<file path="config.mk">
export PLATFORM = sky130hd
export DESIGN_NAME = div_recon_mul
export DESIGN_NICKNAME = d
export VERILOG_FILES = /design/src/rtl/div_recon_mul.sv
export SDC_FILE = /design/constraint.sdc
export NUM_CORES = 1
export LEC_CHECK = 0
export CELL_PAD_IN_SITES_DETAIL_PLACEMENT = 1
export CELL_PAD_IN_SITES_GLOBAL_PLACEMENT = 1
export CORE_MARGIN = 4
export CORE_UTILIZATION = 35
export DETAILED_ROUTE_END_ITERATION = 8
export GPL_ROUTABILITY_DRIVEN = 0
export GPL_TIMING_DRIVEN = 0
export PLACE_DENSITY_LB_ADDON = 0.08
export SKIP_CTS_REPAIR_TIMING = 1
export SLEW_MARGIN = 20
export SYNTH_ARGS = -nofsm -noshare
export SYNTH_HDL_FRONTEND = slang
export SYNTH_SLANG_ARGS = --single-unit
</file>
<file path="constraint.sdc">
create_clock -name clk -period 8.6 [get_ports clk]
set_clock_uncertainty 0.1 [all_clocks]
set_input_delay 1.29 -clock clk [delete_from_list [all_inputs] [get_ports clk]]
set_output_delay 1.29 -clock clk [all_outputs]
set_load 0.05 [all_outputs]
</file>
<file path="src/rtl/div_recon_mul.sv">
// Sequential shift-add multiplier rebuilding a dividend: x = q*y + r, one multiplier bit per cycle.
// Optional macro DIV_RECON_EARLY_EXIT_EN ends BUSY once the remaining multiplier bits are all zero.

module div_recon_cell #(
  parameter bit APPROX = 1'b0
) (
  input  logic a,
  input  logic b,
  input  logic ci,
  output logic s,
  output logic co
);
  // Approximate cell passes the accumulator bit through and forwards the addend bit as carry,
  // cutting the carry chain at the cost of accuracy.
  assign s  = APPROX ? a : (a ^ b ^ ci);
  assign co = APPROX ? b : ((a & b) | (a & ci) | (b & ci));
endmodule

module div_recon_mul #(
  parameter int W           = 8,
  parameter int APPROX_COLS = 0
) (
  input  logic           clk,
  input  logic           rst_n,
  input  logic           in_valid,
  output logic           in_ready,
  input  logic [W-1:0]   q,
  input  logic [W-1:0]   y,
  input  logic [W-1:0]   r,
  output logic           out_valid,
  input  logic           out_ready,
  output logic [2*W-1:0] x
);
  localparam int CW = (W > 1) ? $clog2(W) : 1;

  typedef enum logic [1:0] {IDLE, BUSY, DONE} state_t;

  state_t         state, state_nx;
  logic [2*W-1:0] acc, md, addend, sum;
  logic [2*W:0]   c;
  logic [W-1:0]   mq;
  logic [CW-1:0]  cnt;
  logic           last_step;
  logic           unused_carry;

  assign addend = mq[0] ? (md << cnt) : '0;
  assign c[0]   = 1'b0;

  genvar j;
  generate
    for (j = 0; j < 2*W; j++) begin : g_col
      div_recon_cell #(.APPROX(j < APPROX_COLS)) u_cell (
        .a  (acc[j]),
        .b  (addend[j]),
        .ci (c[j]),
        .s  (sum[j]),
        .co (c[j+1])
      );
    end
  endgenerate

  // Carry out of the top column is dropped; low carries are dead in approximate columns.
  assign unused_carry = ^c;

`ifdef DIV_RECON_EARLY_EXIT_EN
  assign last_step = (cnt == CW'(W-1)) || ((mq >> 1) == '0);
`else
  assign last_step = (cnt == CW'(W-1));
`endif

  always_comb begin
    state_nx = state;
    case (state)
      IDLE:    if (in_valid) state_nx = BUSY;
      BUSY:    if (last_step) state_nx = DONE;
      DONE:    if (out_ready) state_nx = IDLE;
      default: state_nx = IDLE;
    endcase
  end

  always_ff @(posedge clk or negedge rst_n) begin
    if (!rst_n) begin
      state <= IDLE;
      acc   <= '0;
      md    <= '0;
      mq    <= '0;
      cnt   <= '0;
    end else begin
      state <= state_nx;
      case (state)
        IDLE: if (in_valid) begin
          acc <= {{W{1'b0}}, r};
          md  <= {{W{1'b0}}, y};
          mq  <= q;
          cnt <= '0;
        end
        BUSY: begin
          acc <= sum;
          mq  <= mq >> 1;
          cnt <= cnt + CW'(1);
        end
        default: ;
      endcase
    end
  end

  // acc only moves in BUSY, so it is stable for the whole DONE window.
  assign x         = acc;
  assign in_ready  = (state == IDLE);
  assign out_valid = (state == DONE);
endmodule

</file>
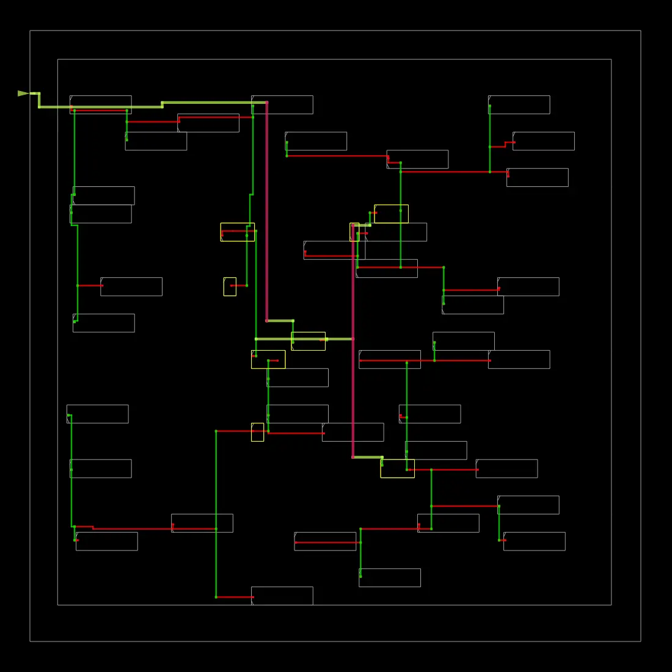
Figure 1: the clock network.
Late-Pin Clk Latency: 290 ps
registers: 37
clock buf count: 6

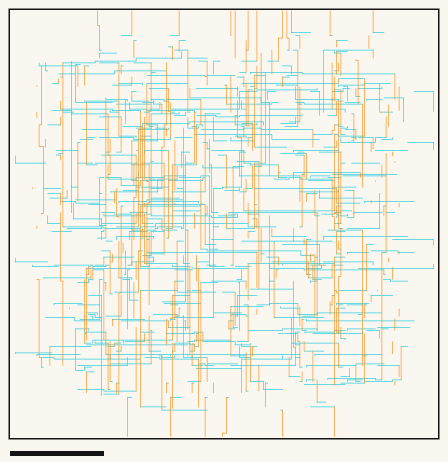
Figure 2: routed metal, one colour a layer.
Scale bar: 20 microns. Two of the layers only.
colour	layer	wire length
orange	metal 2	2620 microns
cyan	metal 1	2700 microns
routed via count: 1743
drt total wl: 5.63 mm
GRT Total Usage: 14.4%

==> flow_metrics.env <==
# flow metrics
export IMPL_holdWs_ps=438
export IMPL_nNonClkInverters=12
export IMPL_powerDensity_mw_per_mm2=458
export IMPL_grt_util_met2_pct=23.1
export IMPL_bufAreaShareNonClock_pct=22.8
export IMPL_yosys_cell_types_count=34
export IMPL_cp_slowest_cell="fa_1"
export IMPL_pg_clk_uw=119
export IMPL_clkSinkCount=37
export IMPL_setup_worst_path_end="x[14]"
export IMPL_aoi_share_pct=9.16
export IMPL_finalHoldViolCount=0
export IMPL_critPathLaunch="cnt[0]"
export IMPL_crit_arrival_ps=6380
export IMPL_synth_flop_count=37
export IMPL_final_util_pct=45.7
export IMPL_final_layout_size_suffix_gt1_share_pct=19.2
export IMPL_drtIter0Drc=46
export IMPL_grt_busiest_layer="met2"
export IMPL_die_area_sq_mm=0.00834
export IMPL_synthFlopType="dfrtp_1"
export IMPL_io_pins=46
export IMPL_tritoncts="built"
export IMPL_hp_start="mq[5]"
export IMPL_fmax_mhz=159
export IMPL_cts_buffers=5
export IMPL_topCellsByArea="dfrtp_1 (38%), fa_1 (12%), mux2i_1 (10%)"
export IMPL_worst_slew_pin_slew_ps=512
export IMPL_netlist_instances=227
export IMPL_seq_area_sq_um=926
export IMPL_drv_slew=0
export IMPL_status="finished, final reports clean"
export IMPL_rsz0062_at_grt="false"
export IMPL_setup_tns_final_ps=0
export IMPL_ctsLongestPathBuffers=2
export IMPL_taps=80
export IMPL_cp_max_fo=10
export IMPL_switching_share_pct=46.7
export IMPL_cap_violations=0
export IMPL_async_flop_share_pct=100
export IMPL_synth_seq_share_pct=38.1
export IMPL_cp_depth=22
export IMPL_grt_use_met1_pct=19.3
export IMPL_startpoint_type="flop"
export IMPL_warnings=26
export IMPL_mux_area_share_pct=18.3
export IMPL_setup_viol=0
export IMPL_design_area_sq_mm=0.00309
export IMPL_cts_root_buf="clkbuf_8"
export IMPL_yosysMostFrequentCell="dfrtp_1"
export IMPL_seq_power_uw=344
export IMPL_top_power_group="combinational logic"
export IMPL_top_area_cell_class="multi-input combinational cells"
export IMPL_max_stage_delay_ps=420
export IMPL_ys_sh_adder_pct=13.1
export IMPL_grt_pass1_wl_mm=9.54
export IMPL_edf_count=0
export IMPL_whs_path_depth=2
export IMPL_synth_xor_xnor_area_share_pct=0
export IMPL_vias_per_cell=4.83
export IMPL_power_leakage_nw=1.28
export IMPL_pre_cts_slack_ps=2290
export IMPL_comb_cell_share_pct=39.8
export IMPL_routedWlPerCell_microns=15.6
export IMPL_seq_share_pct=30.0
export IMPL_topCombFamilyByArea="multiplexers"
export IMPL_regToRegStartpoint="cnt[0]"
export IMPL_signal_buffers=77
export IMPL_synth_top_cells_by_count="dfrtp_1 (37), mux2i_1 (25), nor2_1 (22)"
export IMPL_grt_pass1_vias=1917
export IMPL_crit_chain="buf_2 -> buf_2 -> nor2_1 -> nand2_1 -> nor2_1 -> ha_1 -> fa_1 -> fa_1 -> fa_1 -> fa_1 -> fa_1 -> fa_1 -> fa_1 -> fa_1 -> inv_1 -> fa_1 -> fa_1 -> fa_1 -> fa_1 -> fa_1 -> fa_1 -> o22ai_1"
export IMPL_antenna_left=0
export IMPL_postPlaceCellArea_sq_mm=0.00300
export IMPL_area_growth_pct=27.0
export IMPL_io_buffers=45
export IMPL_firstDrtPassIters=4
export IMPL_grt_remaining_overflow=0
export IMPL_crit_type="reg -> reg"
export IMPL_whs_endpoint="mq[4]"
export IMPL_power_frac_comb_pct=67.3
export IMPL_hold_path_class="reg -> reg"
export IMPL_drc=0
export IMPL_cp_common_cell="fa_1"
export IMPL_p_total_mw=1.41
export IMPL_fp_util_pct=36.0
export IMPL_met3_usage_pct=3.07
export IMPL_clk_pin_slew_ps=80
export IMPL_pg_comb_uw=952
export IMPL_p_clk_share_pct=8.4
export IMPL_final_cells=361
export IMPL_period_needed_ps=6270
export IMPL_switching_power_uw=660
export IMPL_combGateArea_sq_mm=0.00123
export IMPL_ys_sh_simple_pct=9.98
export IMPL_nNetsFinal=325
export IMPL_grt_max_degree=21
export IMPL_fp_nets=272
export IMPL_finalCritPeriodShare_pct=72.9
export IMPL_yosys_warnings=0
export IMPL_synth_area_sq_mm=0.00243
export IMPL_fill_cells=772
export IMPL_dpl_hpwl_mm=4.34
export IMPL_dp_cells=353
export IMPL_timing_critical_path_buf_inv=3
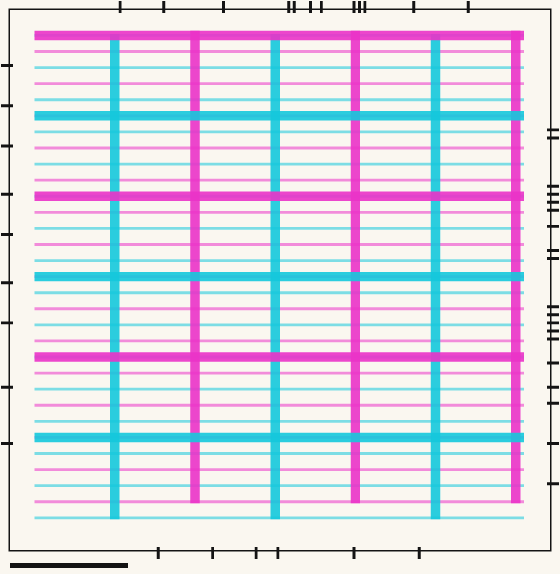
Figure 3: PDN straps and rails.
Scale bar: 20 microns. Pins as bars on the die edge.
colour	net
magenta	VDD
cyan	VSS
rows	30
met4 straps	6
signal pins	46
met1 rails	31
Die Ht: 91.3 microns
Die Span X: 91.3 microns
worst vdd ir: 0.177 mV
core area: 0.00676 sq mm

metal layers:
layer / share of wire, % / vias up
met5: 0 / -
met4: 1.2 / 0
met3: 4.4 / 5
met2: 47 / 32
met1: 48 / 851
li1: - / 855
sequential cells by signal, indices dropped and copies added, names as in the netlist:
signal and cells:
mq 8, x 16, cnt 3, md 8, state 2
cell usage in the layout (no fill, tap or decap), types with 2 or more instances in the layout:
master,instances
clkdlybuf4s50_1,44
dfrtp_1,37
mux2i_1,25
nor2_1,22
buf_4,18
a21oi_1,17
nand2_1,16
fa_1,14
mux2_2,12
o22ai_1,12
inv_1,12
buf_2,5
clkbuf_1,5
clkbuf_8,5
nor2b_1,4
nand2b_1,3
o21ai_0,3
ha_1,3
buf_6,2
or2_2,2
o2bb2ai_1,2
clkinv_2,2
